$ cat src/rtl/input_dev_pkg.sv
// rtl/input_dev_pkg.sv - shared constants and types for input-device sampling
package input_dev_pkg;

    localparam int DEVICE_WIDTH            = 32;
    localparam int DEFAULT_SYNC_STAGES     = 2;
    localparam int DEFAULT_DEBOUNCE_CYCLES = 4;

    typedef enum logic {
        STABLE   = 1'b0,
        SETTLING = 1'b1
    } state_t;

    // Settle counter holds 0..cycles-1 with one spare bit so it can never wrap.
    function automatic int debounce_count_width(input int cycles);
        return $clog2(cycles) + 1;
    endfunction

endpackage

$ cat src/rtl/input_device_sampler_sync_chain.sv
// rtl/input_device_sampler_sync_chain.sv - plain multi-flop synchronizer chain
module sync_chain #(
    parameter int               WIDTH       = 32,
    parameter int               STAGES      = 2,
    parameter logic [WIDTH-1:0] RESET_VALUE = '0
) (
    input  logic             clk,
    input  logic             reset,
    input  logic [WIDTH-1:0] d,
    output logic [WIDTH-1:0] q
);

    logic [WIDTH-1:0] stage [STAGES];

    always_ff @(posedge clk or posedge reset) begin
        if (reset) begin
            for (int i = 0; i < STAGES; i++) begin
                stage[i] <= RESET_VALUE;
            end
        end else begin
            stage[0] <= d;
            for (int i = 1; i < STAGES; i++) begin
                stage[i] <= stage[i-1];
            end
        end
    end

    assign q = stage[STAGES-1];

endmodule

$ cat src/rtl/input_device_sampler.sv
// rtl/input_device_sampler.sv - synchronize, debounce and commit one device's raw pins
module input_device_sampler
    import input_dev_pkg::*;
#(
    parameter int               WIDTH           = DEVICE_WIDTH,
    parameter int               SYNC_STAGES     = DEFAULT_SYNC_STAGES,
    parameter int               DEBOUNCE_CYCLES = DEFAULT_DEBOUNCE_CYCLES,
    parameter logic [WIDTH-1:0] RESET_VALUE     = '0
) (
    input  logic             clk,
    input  logic             reset,
    input  logic [WIDTH-1:0] raw_in,
    input  logic             read_strobe,
    output logic [WIDTH-1:0] device_values,
    output logic             changed,
    output logic [WIDTH-1:0] change_mask
);

    localparam int            CW         = debounce_count_width(DEBOUNCE_CYCLES);
    localparam logic [CW-1:0] LAST_COUNT = CW'(DEBOUNCE_CYCLES - 1);

    logic [WIDTH-1:0] sync_out;
    logic [WIDTH-1:0] candidate;
    logic [WIDTH-1:0] diff;
    logic [CW-1:0]    count;
    state_t           state;
    state_t           next_state;
    logic             mismatch;
    logic             commit;
    logic             advance;
    logic             commit_event;

    sync_chain #(
        .WIDTH       (WIDTH),
        .STAGES      (SYNC_STAGES),
        .RESET_VALUE (RESET_VALUE)
    ) u_sync (
        .clk   (clk),
        .reset (reset),
        .d     (raw_in),
        .q     (sync_out)
    );

    always_ff @(posedge clk or posedge reset) begin
        if (reset) begin
            state <= STABLE;
        end else begin
            state <= next_state;
        end
    end

    always_comb begin
        next_state = state;
        if (mismatch) begin
            next_state = SETTLING;
        end else if (commit) begin
            next_state = STABLE;
        end
    end

    // A new synchronized value always wins over finishing the current settle.
    always_comb begin
        mismatch     = (sync_out != candidate);
        commit       = 1'b0;
        advance      = 1'b0;
        if (!mismatch && state == SETTLING) begin
            commit  = (count == LAST_COUNT);
            advance = (count != LAST_COUNT);
        end
        diff         = candidate ^ device_values;
        commit_event = commit && (diff != '0);
    end

    always_ff @(posedge clk or posedge reset) begin
        if (reset) begin
            candidate     <= RESET_VALUE;
            count         <= '0;
            device_values <= RESET_VALUE;
            changed       <= 1'b0;
            change_mask   <= '0;
        end else begin
            if (mismatch) begin
                candidate <= sync_out;
                count     <= '0;
            end else if (advance) begin
                count <= count + 1'b1;
            end

            if (commit) begin
                device_values <= candidate;
            end

            // A commit landing on the read edge is a fresh event; older bits were consumed.
            if (commit_event) begin
                changed     <= 1'b1;
                change_mask <= read_strobe ? diff : (change_mask | diff);
            end else if (read_strobe) begin
                changed     <= 1'b0;
                change_mask <= '0;
            end
        end
    end

endmodule

$ cat config.mk
export PLATFORM = sky130hd
export DESIGN_NAME = input_device_sampler
export DESIGN_NICKNAME = d
export VERILOG_FILES = /design/src/rtl/input_dev_pkg.sv /design/src/rtl/input_device_sampler_sync_chain.sv /design/src/rtl/input_device_sampler.sv
export SDC_FILE = /design/constraint.sdc
export NUM_CORES = 1
export LEC_CHECK = 0
export CORE_MARGIN = 2
export CORE_UTILIZATION = 40
export CTS_BUF_LIST = sky130_fd_sc_hd__clkbuf_4 sky130_fd_sc_hd__clkbuf_8 sky130_fd_sc_hd__clkbuf_16
export CTS_CLUSTER_SIZE = 14
export DETAILED_ROUTE_END_ITERATION = 6
export PLACE_DENSITY = 0.68
export SKIP_LAST_GASP = 1
export SLEW_MARGIN = 10
export SYNTH_ARGS = -nofsm -noshare
export SYNTH_HDL_FRONTEND = slang
export SYNTH_SLANG_ARGS = --single-unit
$ cat constraint.sdc
create_clock -name clk -period 6.9 [get_ports clk]
set_input_delay 1.38 -clock clk [delete_from_list [all_inputs] [get_ports clk]]
set_output_delay 1.38 -clock clk [all_outputs]
set_load 0.02 [all_outputs]
Logic cells by family:
Scale: 2 px per micron.
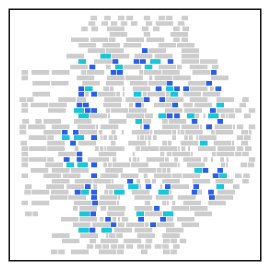
Blue shows xor and xnor cells, cells 65. Cyan shows mux cells, cells 33.

Signal wires on met1:
Scale: 2 px per micron.
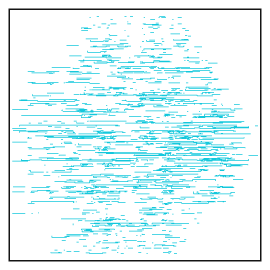
The layer holds 44% of the routed length. 457 nets have wire on it. The wires run mostly horizontal.

==> results_slide.txt <==
Physical Implementation Snapshot

Drt
  • Met3 WL: 562 microns
  • Max layer used: met4
  • Routed length on met2: 5.684 mm
  • M1 WL: 4.892 mm
  • Vias: 3,143
  • ANT nets after route: 0
  • Drt pass-1 iters: 4
  • Drt wl/cell: 16.53 microns
  • DRC Markers: 0

Clock network
  • Clock Latency Late Sink: 0.41 ns
  • Clk root buf: clkbuf_16
  • CTS H-tree lvls: 4
  • Setup bufs post-CTS: 0
  • Num CTS Buffers: 17

Floorplanning
  • Number of cell rows: 44
  • Number of tapcells: 184
  • Die Y-Extent: 125.0 microns
  • Die Wd: 125.0 microns
  • FP Core Util: 0.4063
  • Core ar.: 0.01442 sq mm
  • Die area: 0.01564 sq mm

Final layout
  • Logic area: 0.001396 sq mm
  • ANT cells: 0
  • Layout Utilization: 0.5181
  • Inverters: 35
  • Final nets: 519
  • Seq_cells: 165
  • Top cells excl fill/tap: dfrtp_1, clkdlybuf4s50_1, xnor2_1
  • Seq/total area: 0.5525
  • Cell class ranked first by area: flip-flops and latches
  • Clock buf/inv share: 0.07768
  • Design Area, Final: 0.007473 sq mm
  • Storage element area: 0.004129 sq mm
  • Final std cells w/o fill: 679
  • Area grow syn2layout: 27.52%

Critical path
  • Crit-path max FO: 44
  • Slowest stage delay, CP: 0.87 ns
  • Largest delay contributor family on the critical path: simple AND/OR/NAND/NOR gates
  • CP Buf/Inv Count: 1
  • CP arrival: 3.52 ns
  • Cell mode on critical path: nand4_1
  • Worst r2r src: candidate[4]
  • FF-to-FF path depth: 6
  • CP endpoint kind: flip-flop
  • Setup crit end: device_values[5]

Synthesis
  • Top cells by area: dfrtp_1, xnor2_1, mux2_4
  • Yosys Chip Area: 0.005861 sq mm
  • Yosys top cell by area: dfrtp_1
  • Commonest cells post-synth: dfrtp_1, xnor2_1, clkbuf_1, inv_1, o22ai_1
  • Yosys xor share: 0.09714
  • Yosys Instances: 405
  • Syn Inst Count: 405
  • FF+latch count, synth: 165
  • Post-synth ARST share: 1.000
  • Adder Share, Synth: 0.004270
  • Top cell area share: 0.7045
  • Mux share: 0.07216
  • Syn Area/Cell: 14.47 sq um
  • Simple Share, Synth: 0.02818
  • Top cell type by instance count after synthesis: dfrtp_1
  • Synthesized Nets: 442
  • Main logic family: XOR/XNOR gates

Final timing
  • Fmax: 309.6 MHz
  • Worst setup skew after layout: 0.006957 ns
  • RSZ-0062 raised after global routing: false
  • Worst hold slack: 0.3470 ns
  • Worst Max-Slew Pin Slew: 1.020 ns
  • Crit path time final: 3.230 ns
  • Final worst slack: 3.670 ns
  • Slew Limit Headroom: 0.3179
  • Final Hold Viols: 0
  • Tcrit/Tclk final: 0.4682

Min path
  • Hold path depth: 0

Power and ir drop
  • Worst VDD drop: 0.1672 mV
  • Seq. pwr: 1.02 mW
  • Internal: 1.569 mW
  • Main power group: registers
  • Switching share of power: 0.2125
  • Clk pwr share: 0.452
  • Sequential power share: 0.511
  • P_clk: 0.900 mW
  • Comb power frac: 0.038
  • Switch Pwr: 0.4234 mW
  • Design Power: 1.992 mW
  • Cell Pwr Density: 266.5 mW/mm^2
  • LEAKAGE: 3.195 nW

Global route
  • Vias in the first global route: 3,320
  • Met2 usage: 0.2420
  • Largest net degree at the start of global routing: 98
  • First-pass GRT wire length: 17.69 mm
  • Grt met3 use: 0.05092
  • GR peak layer: met2

Place
  • Number of I/O port buffers: 99
  • DPL Wire Length: 7.939 mm
  • Placed cells: 647
  • Pre-CTS setup slack: 3.483 ns
  • Gp weighted congestion: 0.7296

Status
  • Status: completed

Flow run
  • Number of warnings in the stage logs: 26
Layout detail:
Window x 81 to 106, y 81 to 106 microns. Cells in gray, sequential cells in the stronger gray; small squares are vias.
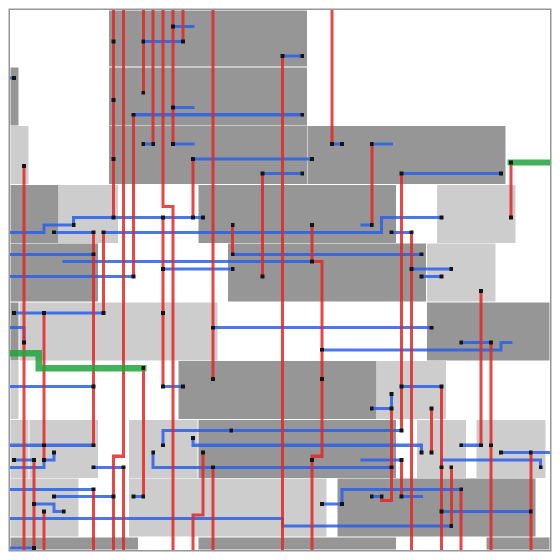
Red shows M2. Green shows M3. Blue shows M1.
Most frequent: dfrtp_1 (10), xnor2_1 (5), clkbuf_16 (2). 21 logic cells have their middle in the window. Sequential cells in the window: 10. Netlist names of flops here include candidate (4), u_sync.q (3), u_sync.stage (3).

Power figures rest on the tool's default switching activity, not on a simulated workload.
